===== src/rtl/ps2_receiver_if.sv =====
// Purpose : consumer-side bundle of ps2_receiver (FIFO read port, status, sticky flags).
// Latency : n/a (signal bundle only).
// Backpressure: none; the consumer pops with rd, and frames arriving at a full FIFO are dropped.
// Ports   : rd/clr_err (consumer -> receiver); data/valid/count/busy/parity_err/frame_err/overflow
//           (receiver -> consumer). master = receiver side, slave = consumer side.
interface ps2_receiver_if #(
    parameter int FIFO_AW = 3
);
    logic               rd;
    logic               clr_err;
    logic [7:0]         data;
    logic               valid;
    logic [FIFO_AW:0]   count;
    logic               busy;
    logic               parity_err;
    logic               frame_err;
    logic               overflow;

    modport master (
        input  rd, clr_err,
        output data, valid, count, busy, parity_err, frame_err, overflow
    );

    modport slave (
        output rd, clr_err,
        input  data, valid, count, busy, parity_err, frame_err, overflow
    );
endinterface


===== src/rtl/ps2_receiver.sv =====
// Purpose : PS/2 device-to-host receiver: sync + glitch filter, 11-bit frame FSM, odd parity
//           check, frame timeout, first-word-fall-through byte FIFO with sticky error flags.
// Latency : good byte visible on data/valid 2 clk after the filtered stop-bit falling edge.
// Backpressure: none toward the pad; a good byte arriving at a full FIFO (no pop) is dropped
//           and flags overflow.
// Ports   : clk, reset (sync, active-high); ps2_clk_in/ps2_dat_in raw pad inputs;
//           bus (master modport) carries rd, clr_err, data, valid, count, busy and error flags.
module ps2_receiver #(
    parameter int FILTER_LEN     = 8,
    parameter int TIMEOUT_CYCLES = 50000,
    parameter int FIFO_AW        = 3
) (
    input  logic             clk,
    input  logic             reset,
    input  logic             ps2_clk_in,
    input  logic             ps2_dat_in,
    ps2_receiver_if.master   bus
);
    localparam int DEPTH = 2 ** FIFO_AW;
    localparam int FW    = (FILTER_LEN > 1) ? $clog2(FILTER_LEN + 1) : 1;
    localparam int TW    = $clog2(TIMEOUT_CYCLES + 1);

    typedef enum logic [1:0] {ST_IDLE, ST_DATA, ST_PARITY, ST_STOP} state_t;

    // ---------------- 2-FF synchronizers, preset to bus idle level ----------------
    logic clk_s1_q, clk_s2_q, dat_s1_q, dat_s2_q;

    always_ff @(posedge clk) begin
        if (reset) begin
            clk_s1_q <= 1'b1;
            clk_s2_q <= 1'b1;
            dat_s1_q <= 1'b1;
            dat_s2_q <= 1'b1;
        end else begin
            clk_s1_q <= ps2_clk_in;
            clk_s2_q <= clk_s1_q;
            dat_s1_q <= ps2_dat_in;
            dat_s2_q <= dat_s1_q;
        end
    end

    // ---------------- PS/2 clock glitch filter ----------------
    // filt_cnt_q counts consecutive samples differing from the filtered level; the level
    // flips on the FILTER_LEN-th such sample, and any agreeing sample restarts the count.
    logic          filt_clk_q;
    logic [FW-1:0] filt_cnt_q;
    logic          filt_flip;
    logic          fall_edge;

    assign filt_flip = (clk_s2_q != filt_clk_q) && (filt_cnt_q == FW'(FILTER_LEN - 1));
    // Edge is flagged in the cycle the filtered level is about to drop, so the data bit
    // sampled alongside it comes from the same synchronizer stage.
    assign fall_edge = filt_flip && filt_clk_q;

    always_ff @(posedge clk) begin
        if (reset) begin
            filt_clk_q <= 1'b1;
            filt_cnt_q <= '0;
        end else if (clk_s2_q == filt_clk_q) begin
            filt_cnt_q <= '0;
        end else if (filt_flip) begin
            filt_clk_q <= clk_s2_q;
            filt_cnt_q <= '0;
        end else begin
            filt_cnt_q <= filt_cnt_q + FW'(1);
        end
    end

    // ---------------- Frame FSM with timeout ----------------
    state_t        state_q;
    logic [2:0]    bit_cnt_q;
    logic [7:0]    shift_q;
    logic          par_q;
    logic [TW-1:0] to_cnt_q;
    logic          push_q;      // one-cycle push of shift_q into the FIFO
    logic          par_set_q;
    logic          frm_set_q;

    always_ff @(posedge clk) begin
        if (reset) begin
            state_q   <= ST_IDLE;
            bit_cnt_q <= '0;
            shift_q   <= '0;
            par_q     <= 1'b0;
            to_cnt_q  <= '0;
            push_q    <= 1'b0;
            par_set_q <= 1'b0;
            frm_set_q <= 1'b0;
        end else begin
            push_q    <= 1'b0;
            par_set_q <= 1'b0;
            frm_set_q <= 1'b0;

            if (state_q == ST_IDLE || fall_edge) begin
                to_cnt_q <= '0;
            end else begin
                to_cnt_q <= to_cnt_q + TW'(1);
            end

            if (state_q != ST_IDLE && to_cnt_q == TW'(TIMEOUT_CYCLES)) begin
                state_q   <= ST_IDLE;
                bit_cnt_q <= '0;
                shift_q   <= '0;
                frm_set_q <= 1'b1;
            end else if (fall_edge) begin
                case (state_q)
                    ST_IDLE: begin
                        // A high data bit here is line noise or a tail of an aborted frame.
                        if (!dat_s2_q) begin
                            state_q   <= ST_DATA;
                            bit_cnt_q <= '0;
                        end
                    end
                    ST_DATA: begin
                        shift_q   <= {dat_s2_q, shift_q[7:1]};
                        bit_cnt_q <= bit_cnt_q + 3'd1;
                        if (bit_cnt_q == 3'd7) begin
                            state_q <= ST_PARITY;
                        end
                    end
                    ST_PARITY: begin
                        par_q   <= dat_s2_q;
                        state_q <= ST_STOP;
                    end
                    default: begin
                        state_q <= ST_IDLE;
                        if (!(^shift_q ^ par_q)) begin
                            par_set_q <= 1'b1;
                        end else if (!dat_s2_q) begin
                            frm_set_q <= 1'b1;
                        end else begin
                            push_q <= 1'b1;
                        end
                    end
                endcase
            end
        end
    end

    // ---------------- FWFT FIFO ----------------
    logic [7:0]         mem_q [DEPTH];
    logic [FIFO_AW-1:0] wr_ptr_q, rd_ptr_q;
    logic [FIFO_AW:0]   cnt_q, cnt_d;
    logic               pop, full, wr_en, ovf_set;

    assign pop     = bus.rd && (cnt_q != '0);
    assign full    = (cnt_q == (FIFO_AW + 1)'(DEPTH));
    // A simultaneous pop frees the head slot, so a push into a full FIFO still lands.
    assign wr_en   = push_q && (!full || pop);
    assign ovf_set = push_q && full && !pop;

    always_comb begin
        cnt_d = cnt_q;
        if (wr_en && !pop) begin
            cnt_d = cnt_q + 1'b1;
        end else if (!wr_en && pop) begin
            cnt_d = cnt_q - 1'b1;
        end
    end

    always_ff @(posedge clk) begin
        if (wr_en) begin
            mem_q[wr_ptr_q] <= shift_q;
        end
    end

    always_ff @(posedge clk) begin
        if (reset) begin
            wr_ptr_q <= '0;
            rd_ptr_q <= '0;
            cnt_q    <= '0;
        end else begin
            if (wr_en) wr_ptr_q <= wr_ptr_q + 1'b1;
            if (pop)   rd_ptr_q <= rd_ptr_q + 1'b1;
            cnt_q <= cnt_d;
        end
    end

    // ---------------- Sticky flags: a new error wins over a same-cycle clear ----------------
    logic parity_err_q, frame_err_q, overflow_q;

    always_ff @(posedge clk) begin
        if (reset) begin
            parity_err_q <= 1'b0;
            frame_err_q  <= 1'b0;
            overflow_q   <= 1'b0;
        end else begin
            parity_err_q <= (parity_err_q & ~bus.clr_err) | par_set_q;
            frame_err_q  <= (frame_err_q  & ~bus.clr_err) | frm_set_q;
            overflow_q   <= (overflow_q   & ~bus.clr_err) | ovf_set;
        end
    end

    // Empty FIFO reads as zero so data is defined out of reset.
    assign bus.data       = (cnt_q != '0) ? mem_q[rd_ptr_q] : 8'h00;
    assign bus.valid      = (cnt_q != '0);
    assign bus.count      = cnt_q;
    assign bus.busy       = (state_q != ST_IDLE);
    assign bus.parity_err = parity_err_q;
    assign bus.frame_err  = frame_err_q;
    assign bus.overflow   = overflow_q;
endmodule

===== src/flat_wrapper.sv =====
// flat-port wrapper written by rule: the top's interface ports become plain ports
module ps2_receiver_flat 
#(
    parameter int FILTER_LEN     = 8,
    parameter int TIMEOUT_CYCLES = 50000,
    parameter int FIFO_AW        = 3
)
  (clk, reset, ps2_clk_in, ps2_dat_in, bus_rd, bus_clr_err, bus_data, bus_valid, bus_count, bus_busy, bus_parity_err, bus_frame_err, bus_overflow);
  ps2_receiver_if #(.FIFO_AW(FIFO_AW)) bus_i ();
  input  logic clk;
  input  logic reset;
  input  logic ps2_clk_in;
  input  logic ps2_dat_in;
  input wire logic [$bits(bus_i.rd)-1:0] bus_rd;
  input wire logic [$bits(bus_i.clr_err)-1:0] bus_clr_err;
  output wire logic [$bits(bus_i.data)-1:0] bus_data;
  output wire logic [$bits(bus_i.valid)-1:0] bus_valid;
  output wire logic [$bits(bus_i.count)-1:0] bus_count;
  output wire logic [$bits(bus_i.busy)-1:0] bus_busy;
  output wire logic [$bits(bus_i.parity_err)-1:0] bus_parity_err;
  output wire logic [$bits(bus_i.frame_err)-1:0] bus_frame_err;
  output wire logic [$bits(bus_i.overflow)-1:0] bus_overflow;
  assign bus_i.rd = bus_rd;
  assign bus_i.clr_err = bus_clr_err;
  assign bus_data = bus_i.data;
  assign bus_valid = bus_i.valid;
  assign bus_count = bus_i.count;
  assign bus_busy = bus_i.busy;
  assign bus_parity_err = bus_i.parity_err;
  assign bus_frame_err = bus_i.frame_err;
  assign bus_overflow = bus_i.overflow;
  ps2_receiver #(.FILTER_LEN(FILTER_LEN), .TIMEOUT_CYCLES(TIMEOUT_CYCLES), .FIFO_AW(FIFO_AW)) u_core (.clk(clk), .reset(reset), .ps2_clk_in(ps2_clk_in), .ps2_dat_in(ps2_dat_in), .bus(bus_i));
endmodule

===== config.mk =====
export PLATFORM = sky130hd
export DESIGN_NAME = ps2_receiver_flat
export DESIGN_NICKNAME = d
export VERILOG_FILES = /design/src/rtl/ps2_receiver_if.sv /design/src/rtl/ps2_receiver.sv /design/src/flat_wrapper.sv
export SDC_FILE = /design/constraint.sdc
export NUM_CORES = 1
export LEC_CHECK = 0
export CAP_MARGIN = 5
export CELL_PAD_IN_SITES_DETAIL_PLACEMENT = 0
export CELL_PAD_IN_SITES_GLOBAL_PLACEMENT = 1
export CORE_MARGIN = 5
export CORE_UTILIZATION = 32
export DETAILED_ROUTE_END_ITERATION = 16
export GPL_TIMING_DRIVEN = 0
export PLACE_DENSITY_LB_ADDON = 0.1
export SYNTH_ARGS = -nofsm -noshare
export SYNTH_HDL_FRONTEND = slang
export SYNTH_SLANG_ARGS = --single-unit

===== constraint.sdc =====
create_clock -name clk -period 7 [get_ports clk]
set_clock_uncertainty 0.2 [all_clocks]
set_input_delay 1.4 -clock clk [delete_from_list [all_inputs] [get_ports clk]]
set_output_delay 1.4 -clock clk [all_outputs]
set_load 0.02 [all_outputs]

==> flow_summary.toml, run 1 <==
# generated from flow reports
[outcome]
status = "finished clean"

[sta]
hold_ws_ns = 0.214
fin_crit_sh = 0.630
grt_setup_unrepaired = "no"
relSlewSlack = 0.340
hold_viol_final = 0
timing.final.ws_setup_ns = 2.59

[die]
dieHeight_microns = 135
die_area_sq_um = 18300
ios = 23
fp_util = 0.327

[detailed_routing]
dr.pass1.iters = 5
drc_errors = 0
vias_per_cell = 4.54
drtIter0Drc = 184
antenna_left = 0

[logic_synthesis]
netlist_area_sq_um = 5010
ys_chip_area_sq_um = 5010
xor_area_frac = 0.0551
synthSimpleGateAreaFrac = 0.131
synthArstFlopShare = 0
ys_sh_mux = 0.114
avgSynthCellArea_sq_um = 13.1
yosys_cells = 382
ys_ff = 122
ys_sh_aoi = 0.0252
edf_count = 64
ys_sh_adder = 0.0389
top_logic_kind = "simple AND/OR/NAND/NOR gates"

[power_and_ir_drop]
pg_clk_uw = 853
p_sw_uw = 500
power-top-group = "clock"
leakagePower_nw = 2.11
p_comb_frac = 0.173
p_per_area_nw_per_um2 = 322
pg_seq_uw = 774
power_frac_seq = 0.393
p_comb_uw = 341
switching_share = 0.254
totalPowerFinal_mw = 1.97
p_int_mw = 1.47

[critical_path]
cp.required_ns = 5.40
r2r-start = "u_core.bus.count[0]$_SDFFE_PP0P_"
ff2ff_setup_slack_ns = 3.58
setup.worst_path.end_class = "output pin"
rr_worst_depth = 11
r2r_end = "u_core.bus.count[3]$_SDFFE_PP0P_"
endpoint = "bus_data[7]"
crit_arrival_ns = 2.81

[finish]
drive_gt1_frac = 0.144
fillers = 1496
synthToLayoutAreaGrowth_pct = 21.9

[clocking]
postCtsSetupRepairBufs = 0
htreeDepth = 4
numClockSinks = 122
cts_buffers = 17
ctsResizeCount = 0
cts-root-buf = "clkbuf_16"
clock_path_buffers = 2
cts.clk_slew.worst_paths_ns = 0.06

[hold_path]
hold_path.class = "reg2reg"
min_path_cells = 1
min_to = "u_core.clk_s2_q$_SDFF_PP1_"
holdCritStartpoint = "u_core.clk_s1_q$_SDFF_PP1_"

[job]
warnings = 30

[global_route]
grt_overflow = 0
grt_usage = 0.114
grt_pass1_vias = 3066
grt_antenna_before_repair = 0

[place]
dp_cells = 617
dpl-instance-area_sq_um = 5510
dp_hpwl_mm = 6.51
gp_congestion = 0.746
numPortBuffers = 22
post-place-ws_ns = 2.62
run 1: critical path: stages, from the launching register on:
cell and delay [ns]:
dfxtp_1 0.31, buf_1 0.34, clkbuf_1 0.54, mux4_2 0.44
mux2i_1 0.14, nor2_1 0.06, clkdlybuf4s50_1 0.58
run 1: cell usage in the layout (no fill, tap or decap), types with 2 or more instances in the layout:
| master | instances |
|---|---|
| edfxtp_1 | 64 |
| nor2_1 | 59 |
| dfxtp_1 | 58 |
| clkdlybuf4s50_1 | 22 |
| mux2i_1 | 21 |
| clkbuf_16 | 20 |
| inv_1 | 16 |
| mux4_2 | 16 |
| xnor2_1 | 16 |
| nand2_1 | 14 |
| ha_1 | 14 |
| nand3_1 | 13 |
| xor2_1 | 13 |
| a21oi_1 | 13 |
| nor3_1 | 6 |
| clkbuf_1 | 5 |
| nand2b_1 | 5 |
| buf_2 | 4 |
| nand3b_1 | 4 |
| o21ai_0 | 4 |
| or2_2 | 4 |
| nand4_1 | 4 |
| nor2b_1 | 3 |
| or3_1 | 3 |
| nor4_1 | 3 |
| clkinv_4 | 3 |
| clkinvlp_4 | 3 |
| buf_1 | 2 |
| and2_1 | 2 |
| and3_1 | 2 |
| inv_6 | 2 |
| clkbuf_8 | 2 |
| clkinv_2 | 2 |
run 1: cell usage after synthesis, drive strengths merged, types with 2 or more instances:
library cell / n / area [sq um]
edfxtp: 64 / 1920
nor2: 59 / 221
dfxtp: 58 / 1160
mux2i: 21 / 210
inv: 16 / 60.1
mux4: 16 / 360
xnor2: 16 / 140
nand2: 15 / 58.8
ha: 14 / 175
a21oi: 13 / 65.1
nand3: 13 / 65.1
xor2: 13 / 114
nand2b: 6 / 40.0
nor3: 6 / 30.0
buf: 5 / 28.8
clkbuf: 5 / 18.8
nor4: 5 / 52.6
nand3b: 4 / 30.0
nand4: 4 / 25.0
o21ai: 4 / 20.0
or2: 4 / 25.0
nor2b: 3 / 18.8
or3: 3 / 18.8
and2: 2 / 12.5
and3: 2 / 12.5
run 1: registers in the layout, indices dropped and copies added (netlist names), named ones only:
signal and flops:
u_core.frm_set_q 1, u_core.dat_s2_q 1, u_core.bit_cnt_q 3, u_core.clk_s1_q 1
u_core.wr_ptr_q 3, u_core.filt_cnt_q 4, u_core.push_q 1, u_core.bus.overflow 1
u_core.state_q 2, u_core.mem_q 64, u_core.bus.frame_err 1, u_core.bus.parity_err 1
u_core.shift_q 8, u_core.clk_s2_q 1, u_core.par_q 1, u_core.par_set_q 1
u_core.rd_ptr_q 3, u_core.to_cnt_q 16, u_core.bus.count 4, u_core.dat_s1_q 1
u_core.filt_clk_q 1
run 1: final cells by class:
cell class | count | area (sq um) | area share
clock inverter | 10 | 76.3 | 0.0125
clock buffer | 22 | 528 | 0.0864
timing repair buffer | 24 | 230 | 0.0377
buffer | 10 | 47.5 | 0.00778
sequential | 122 | 3080 | 0.504
inverter | 16 | 60.1 | 0.00982
multi-input combinational | 234 | 1820 | 0.298
tap | 211 | 264 | 0.0432
run 1: layer usage:
layer	global-route usage	vias to the layer above	routed length [microns]
met5	0	-	0
met1	0.146	1452	4550
li1	-	1454	-
met4	0.0470	0	110
met2	0.182	29	4580
met3	0.0323	10	259
Run 1, the metal 2 layer:
Cells faint in the background.
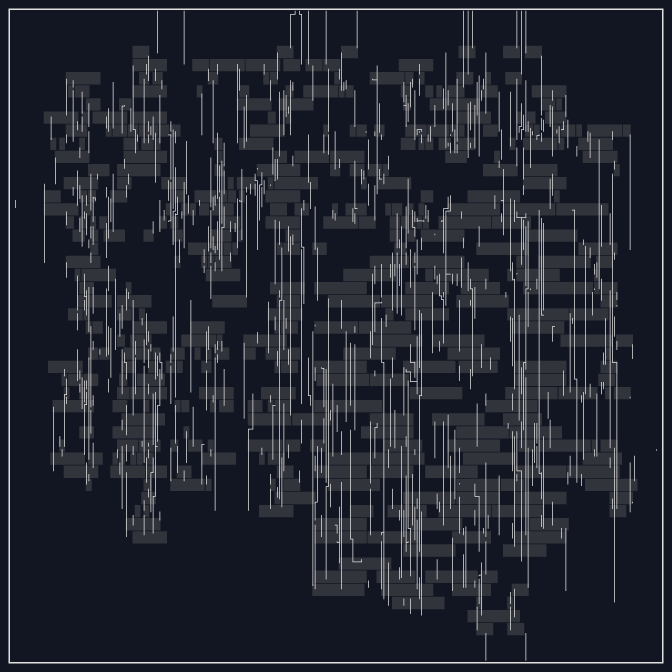
wire length on this layer	4580 microns
main direction	vertical
via count: 2945
met2 GRT Util: 0.182
wirelength, routed: 9.50 mm

Run 1, gate families picked out:
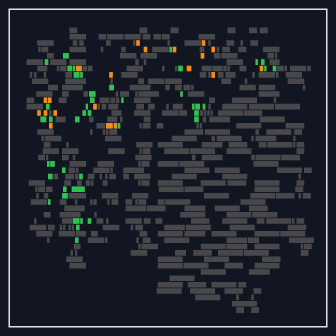
family	colour	cells	most used
inverting AOI/OAI gates	orange	20	a21oi_1
NAND gates	green	44	nand2_1
logic share of the area: 0.298
Finished Layout Cells: 649

Run 1, cells coloured by class:
Scale bar: 50 microns.
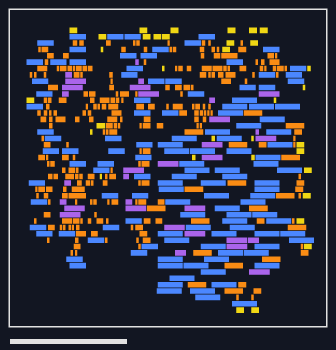
class	colour	cells
other buffers and delay cells	yellow	34
clock drivers and dummy loads	purple	32
flip-flops	blue	122
all other logic	orange	250
final core occ: 0.399
Seq/total area: 0.504
# rows: 45
core area: 15300 sq um

==> inputs of run 2 (changes only) <==
==> constraint.sdc (replaced) <==
create_clock -name clk -period 4.1 [get_ports clk]
set_clock_uncertainty 0.2 [all_clocks]
set_input_delay 0.82 -clock clk [delete_from_list [all_inputs] [get_ports clk]]
set_output_delay 0.82 -clock clk [all_outputs]
set_load 0.02 [all_outputs]
==> flow_summary.toml, run 2 <==
# generated from flow reports
[die]
ios = 23
core_sq_um = 15300
die_area_sq_um = 18300
num_rows = 45
fp_util = 0.327
dieHeight_microns = 135

[outcome]
status = "finished clean"

[detailed_routing]
vias = 2945
finalWirelength_mm = 9.50
drc_errors = 0
drtIter0Drc = 184
dr.pass1.iters = 5
antenna_left = 0
vias_per_cell = 4.54

[finish]
postLayoutCoreUtil = 0.399
top_register = "u_core.mem_q"
drive_gt1_frac = 0.144
largest_register_ffs = 64
final_cell_mix = "edfxtp_1, nor2_1, dfxtp_1, clkdlybuf4s50_1, mux2i_1"
synthToLayoutAreaGrowth_pct = 21.9
instances_no_fill = 649
reg_top3 = "u_core.mem_q (64), u_core.to_cnt_q (16), u_core.shift_q (8)"

[critical_path]
rr_worst_depth = 11
r2r-start = "u_core.bus.count[0]$_SDFFE_PP0P_"
setup.worst_path.end_class = "output pin"
ff2ff_setup_slack_ns = 0.68
endpoint = "bus_data[7]"
crit_arrival_ns = 2.81
cp.required_ns = 3.08
r2r_end = "u_core.bus.count[3]$_SDFFE_PP0P_"

[logic_synthesis]
ys_chip_area_sq_um = 5010
synth_top_cell_by_count = "edfxtp_1"
netlist_area_sq_um = 5010
syn-instance-count = 382
top_area_cell = "edfxtp_1"
synth_top_area_share = 0.383
yosys_cells = 382
ys_ff = 122
ys_warn_count = 0
fp_nets = 403
edf_count = 64
synthArstFlopShare = 0
synthTopCellsByArea = "edfxtp_1, dfxtp_1, mux4_2"
top_cells_by_count = "edfxtp_1, nor2_1, dfxtp_1, mux2i_1"
avgSynthCellArea_sq_um = 13.1

[sta]
grt_setup_unrepaired = "no"
relSlewSlack = 0.340
fin_crit_sh = 0.934
fin_tns_setup_ns = 0
hold_viol_final = 0

[global_route]
use_met3 = 0.0323
grt_overflow = 0
top_usage_layer = "met2"
grt_usage = 0.114
use_met1 = 0.146
grt_pass1_vias = 3066
use_met2 = 0.182
grt_antenna_before_repair = 0

[place]
gp_congestion = 0.746
numPortBuffers = 22
dp_hpwl_mm = 6.51
dp_cells = 617

[clocking]
ctsResizeCount = 0
cts_tree = "yes"
postCtsSetupRepairBufs = 0
htreeDepth = 4
numClockSinks = 122
cts-root-buf = "clkbuf_16"
clock_path_buffers = 2
cts_buffers = 17
cts.clk_slew.worst_paths_ns = 0.06

[power_and_ir_drop]
totalPowerFinal_mw = 3.36
leakagePower_nw = 2.11
p_per_area_nw_per_um2 = 550

[hold_path]
hold_path.class = "reg2reg"

[job]
warnings = 30
-- run 2: cell counts in the layout (fill, tap and decap cells not counted) --
No cell type changed its count.
-- run 2: per-layer routing --
| metal | share of wire | wire (microns) |
|---|---|---|
| met5 | 0 | 0 |
| met4 | 0.012 | 110 |
| met3 | 0.027 | 259 |
| met2 | 0.48 | 4580 |
| met1 | 0.48 | 4550 |
-- run 2: final cells by class --
| cell class | count | area, sq um |
|---|---|---|
| clock buffers | 22 | 528 |
| flip-flops and latches | 122 | 3080 |
| fillers | 1496 | 9200 |
| inverters | 16 | 60.1 |
| plain buffers | 10 | 47.5 |
| multi-input cells | 234 | 1820 |
| clock inverters | 10 | 76.3 |
| repair buffers | 24 | 230 |
| well taps | 211 | 264 |
-- run 2: logic make-up (layout without fill, tap and decap cells) --
logic type / count (synthesis) / after routing / share of synthesized area
AND/OR/NAND/NOR: 130 / 130 / 0.131
flip-flops: 122 / 122 / 0.615
multiplexers: 37 / 37 / 0.114
XOR/XNOR: 30 / 30 / 0.0551
buffers and inverters: 26 / 82 / 0.0215
AND-OR/OR-AND: 22 / 22 / 0.0252
adder cells (fa/ha/maj): 15 / 15 / 0.0389
-- run 2: worst min path at each step --
stage / depth (start not counted) / end / from / slack [ns]
2_1_floorplan: 1 / u_core.clk_s2_q$_SDFF_PP1_ / u_core.clk_s1_q$_SDFF_PP1_ / 0.19
5_1_grt: 1 / u_core.clk_s2_q$_SDFF_PP1_ / u_core.clk_s1_q$_SDFF_PP1_ / 0.22
3_5_place_dp: 1 / u_core.clk_s2_q$_SDFF_PP1_ / u_core.clk_s1_q$_SDFF_PP1_ / 0.20
4_1_cts: 1 / u_core.clk_s2_q$_SDFF_PP1_ / u_core.clk_s1_q$_SDFF_PP1_ / 0.22
3_3_place_gp: 1 / u_core.clk_s2_q$_SDFF_PP1_ / u_core.clk_s1_q$_SDFF_PP1_ / 0.20
6_report: 1 / u_core.clk_s2_q$_SDFF_PP1_ / u_core.clk_s1_q$_SDFF_PP1_ / 0.21
-- run 2: metrics by stage --
| step | worst slack [ns] | instance area, sq um | hold WS, ns |
|---|---|---|---|
| after floorplan | 1.02 | 5010 | 0.189 |
| after global placement | 0.217 | 5500 | 0.195 |
| after detailed placement | 0.304 | 5510 | 0.202 |
| after CTS | 0.164 | 6110 | 0.219 |
| after global routing | 0.0221 | 6110 | 0.224 |
| final | 0.271 | 6110 | 0.214 |
-- run 2: critical path: stages (launching register included) --
cell and delay (ns):
dfxtp_1 0.31, buf_1 0.34, clkbuf_1 0.54, mux4_2 0.44, mux2i_1 0.14, nor2_1 0.06
clkdlybuf4s50_1 0.58
-- run 2: where the power goes --
part           switching, mW  internal [mW]
sequential            0.0251           1.30
clock                  0.539          0.918
combinational          0.290          0.292
Run 2, gate families picked out:
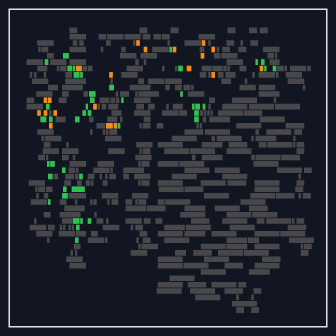
family	colour	cells	most used
NAND gates	green	44	nand2_1
inverting AOI/OAI gates	orange	20	a21oi_1
Top cell excl fill/tap: edfxtp_1

Run 2, cell placement:
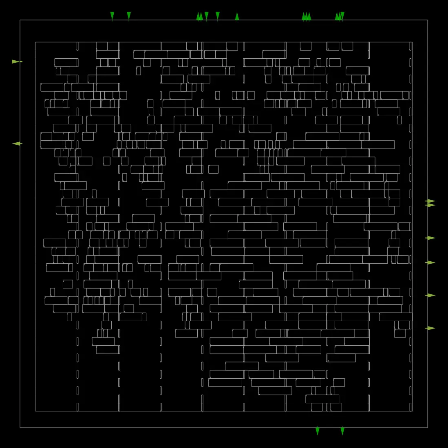
# fillers: 1496
# Taps: 211
Flop Count: 122

==> inputs of run 3 (changes only) <==
--- a/config.mk
+++ b/config.mk
@@ -10,6 +10,7 @@
 export CELL_PAD_IN_SITES_GLOBAL_PLACEMENT = 1
 export CORE_MARGIN = 5
 export CORE_UTILIZATION = 32
+export CTS_BUF_LIST = sky130_fd_sc_hd__clkbuf_16
 export DETAILED_ROUTE_END_ITERATION = 16
 export GPL_TIMING_DRIVEN = 0
 export PLACE_DENSITY_LB_ADDON = 0.1
==> flow_summary.toml, run 3 <==
# generated from flow reports
[logic_synthesis]
synthTopCellsByArea = "edfxtp_1, dfxtp_1, mux4_2"
ys_ff = 122
avgSynthCellArea_sq_um = 13.1
synth_top_area_share = 0.383
ys_chip_area_sq_um = 5010
edf_count = 64
top_cells_by_count = "edfxtp_1, nor2_1, dfxtp_1, mux2i_1"
syn-instance-count = 382

[clocking]
numClockSinks = 122
postCtsSetupRepairBufs = 0
cts.clk_slew.worst_paths_ns = 0.06

[global_route]
grt_antenna_before_repair = 0
grt_overflow = 0

[finish]
synthToLayoutAreaGrowth_pct = 21.5
top_register = "u_core.mem_q"
layout_top_cell = "edfxtp_1"

[power_and_ir_drop]
switching_share = 0.257
pwr-share-clk = 0.428
p_per_area_nw_per_um2 = 545
p_comb_frac = 0.175
leakagePower_nw = 2.10
p_int_mw = 2.47

[job]
warnings = 30

[sta]
fin_tns_setup_ns = 0

[critical_path]
cp.required_ns = 3.08
setup.worst_path.end_class = "output pin"
crit_arrival_ns = 2.81

[hold_path]
hold_path.class = "reg2reg"

[die]
dieHeight_microns = 135
die_area_sq_um = 18300
num_rows = 45

[detailed_routing]
drc_errors = 0
vias_per_cell = 4.51
dr.pass1.iters = 5
vias = 2930

[outcome]
status = "finished clean"
-- run 3: netlist changes by cell type in the layout (fill, tap and decap cells not counted), sizes merged --
cell,delta
inv,+2
clkbuf,-2
-- run 3: critical path, stage by stage (launching register included) --
cell	delay [ns]
dfxtp_1	0.31
buf_1	0.34
clkbuf_1	0.54
mux4_2	0.44
mux2i_1	0.14
nor2_1	0.06
clkdlybuf4s50_1	0.58
-- run 3: power groups by stage --
| stage | clock network [mW] | registers (mW) | logic, mW |
|---|---|---|---|
| floorplan | 0 | 1.35 | 0.361 |
| detailed placement | 0 | 1.35 | 0.597 |
| global placement | 0 | 1.35 | 0.598 |
| global route | 1.52 | 1.32 | 0.642 |
| CTS | 1.46 | 1.32 | 0.598 |
| finish | 1.42 | 1.32 | 0.582 |
-- run 3: layout make-up --
| cell class | count | area, sq um |
|---|---|---|
| well taps | 211 | 264 |
| plain buffers | 10 | 47.5 |
| inverters | 16 | 60.1 |
| flip-flops and latches | 122 | 3080 |
| multi-input cells | 234 | 1820 |
| clock inverters | 12 | 83.8 |
| clock buffers | 20 | 500 |
| repair buffers | 24 | 230 |
| fillers | 1497 | 9220 |
-- run 3: path summary, 6_finish.rpt --
| kind | slack [ns] | cells past startpoint | endpoint | start |
|---|---|---|---|---|
| setup / recovery | 0.27 | 6 | bus_data[7] | flip-flop |
| setup reg to reg | 0.67 | 11 | u_core.bus.count[3]$_SDFFE_PP0P_ | u_core.bus.count[0]$_SDFFE_PP0P_ |
| hold / removal | 0.21 | 1 | u_core.clk_s2_q$_SDFF_PP1_ | u_core.clk_s1_q$_SDFF_PP1_ |
| hold reg to reg | 0.21 | 1 | u_core.clk_s2_q$_SDFF_PP1_ | u_core.clk_s1_q$_SDFF_PP1_ |
-- run 3: per-stage QoR --
step	setup WS, ns	util	hold slack [ns]	cells	cell area [sq um]
final	0.269	0.398	0.214	649	6090
after global placement	0.217	0.359	0.195	615	5500
after detailed placement	0.304	0.360	0.202	617	5510
after CTS	0.162	0.398	0.219	649	6090
after floorplan	1.02	-	0.189	382	5010
after global routing	0.0206	0.398	0.224	649	6090
-- run 3: per-layer routing --
metal | track usage | vias to the layer above | part of all wire
met4 | 0.0470 | 0 | 0.0094
met5 | 0 | - | 0
met1 | 0.145 | 1441 | 0.48
li1 | - | 1453 | -
met2 | 0.181 | 29 | 0.48
met3 | 0.0334 | 7 | 0.028
-- run 3: cells by family (layout without fill, tap and decap cells) --
logic type | Yosys count | in the layout | synth area share
compound gates | 22 | 22 | 0.0252
xor+xnor | 30 | 30 | 0.0551
fa+ha+maj | 15 | 15 | 0.0389
buf+inv | 26 | 82 | 0.0215
flops | 122 | 122 | 0.615
mux | 37 | 37 | 0.114
simple gates | 130 | 130 | 0.131
Run 3, gate families picked out:
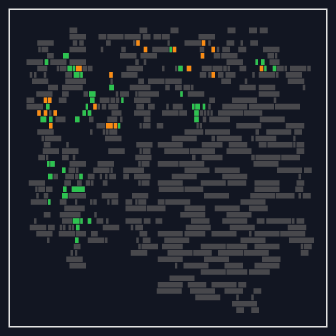
family	colour	cells	most used
inverting AOI/OAI gates	orange	20	a21oi_1
NAND gates	green	44	nand2_1
logic share of the area: 0.299

Run 3, cells coloured by class:
Scale bar: 50 microns.
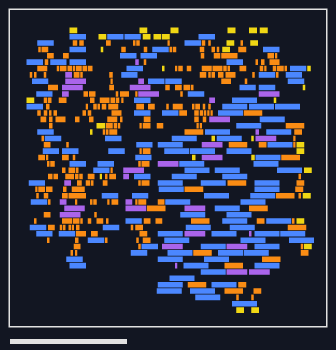
class	colour	cells
all other logic	orange	250
other buffers and delay cells	yellow	34
clock drivers and dummy loads	purple	32
flip-flops	blue	122
final core occ: 0.398
post-route cell area: 6090 sq um
Seq/total area: 0.506

No activity file was given, so power comes from the tool's default toggle rates.
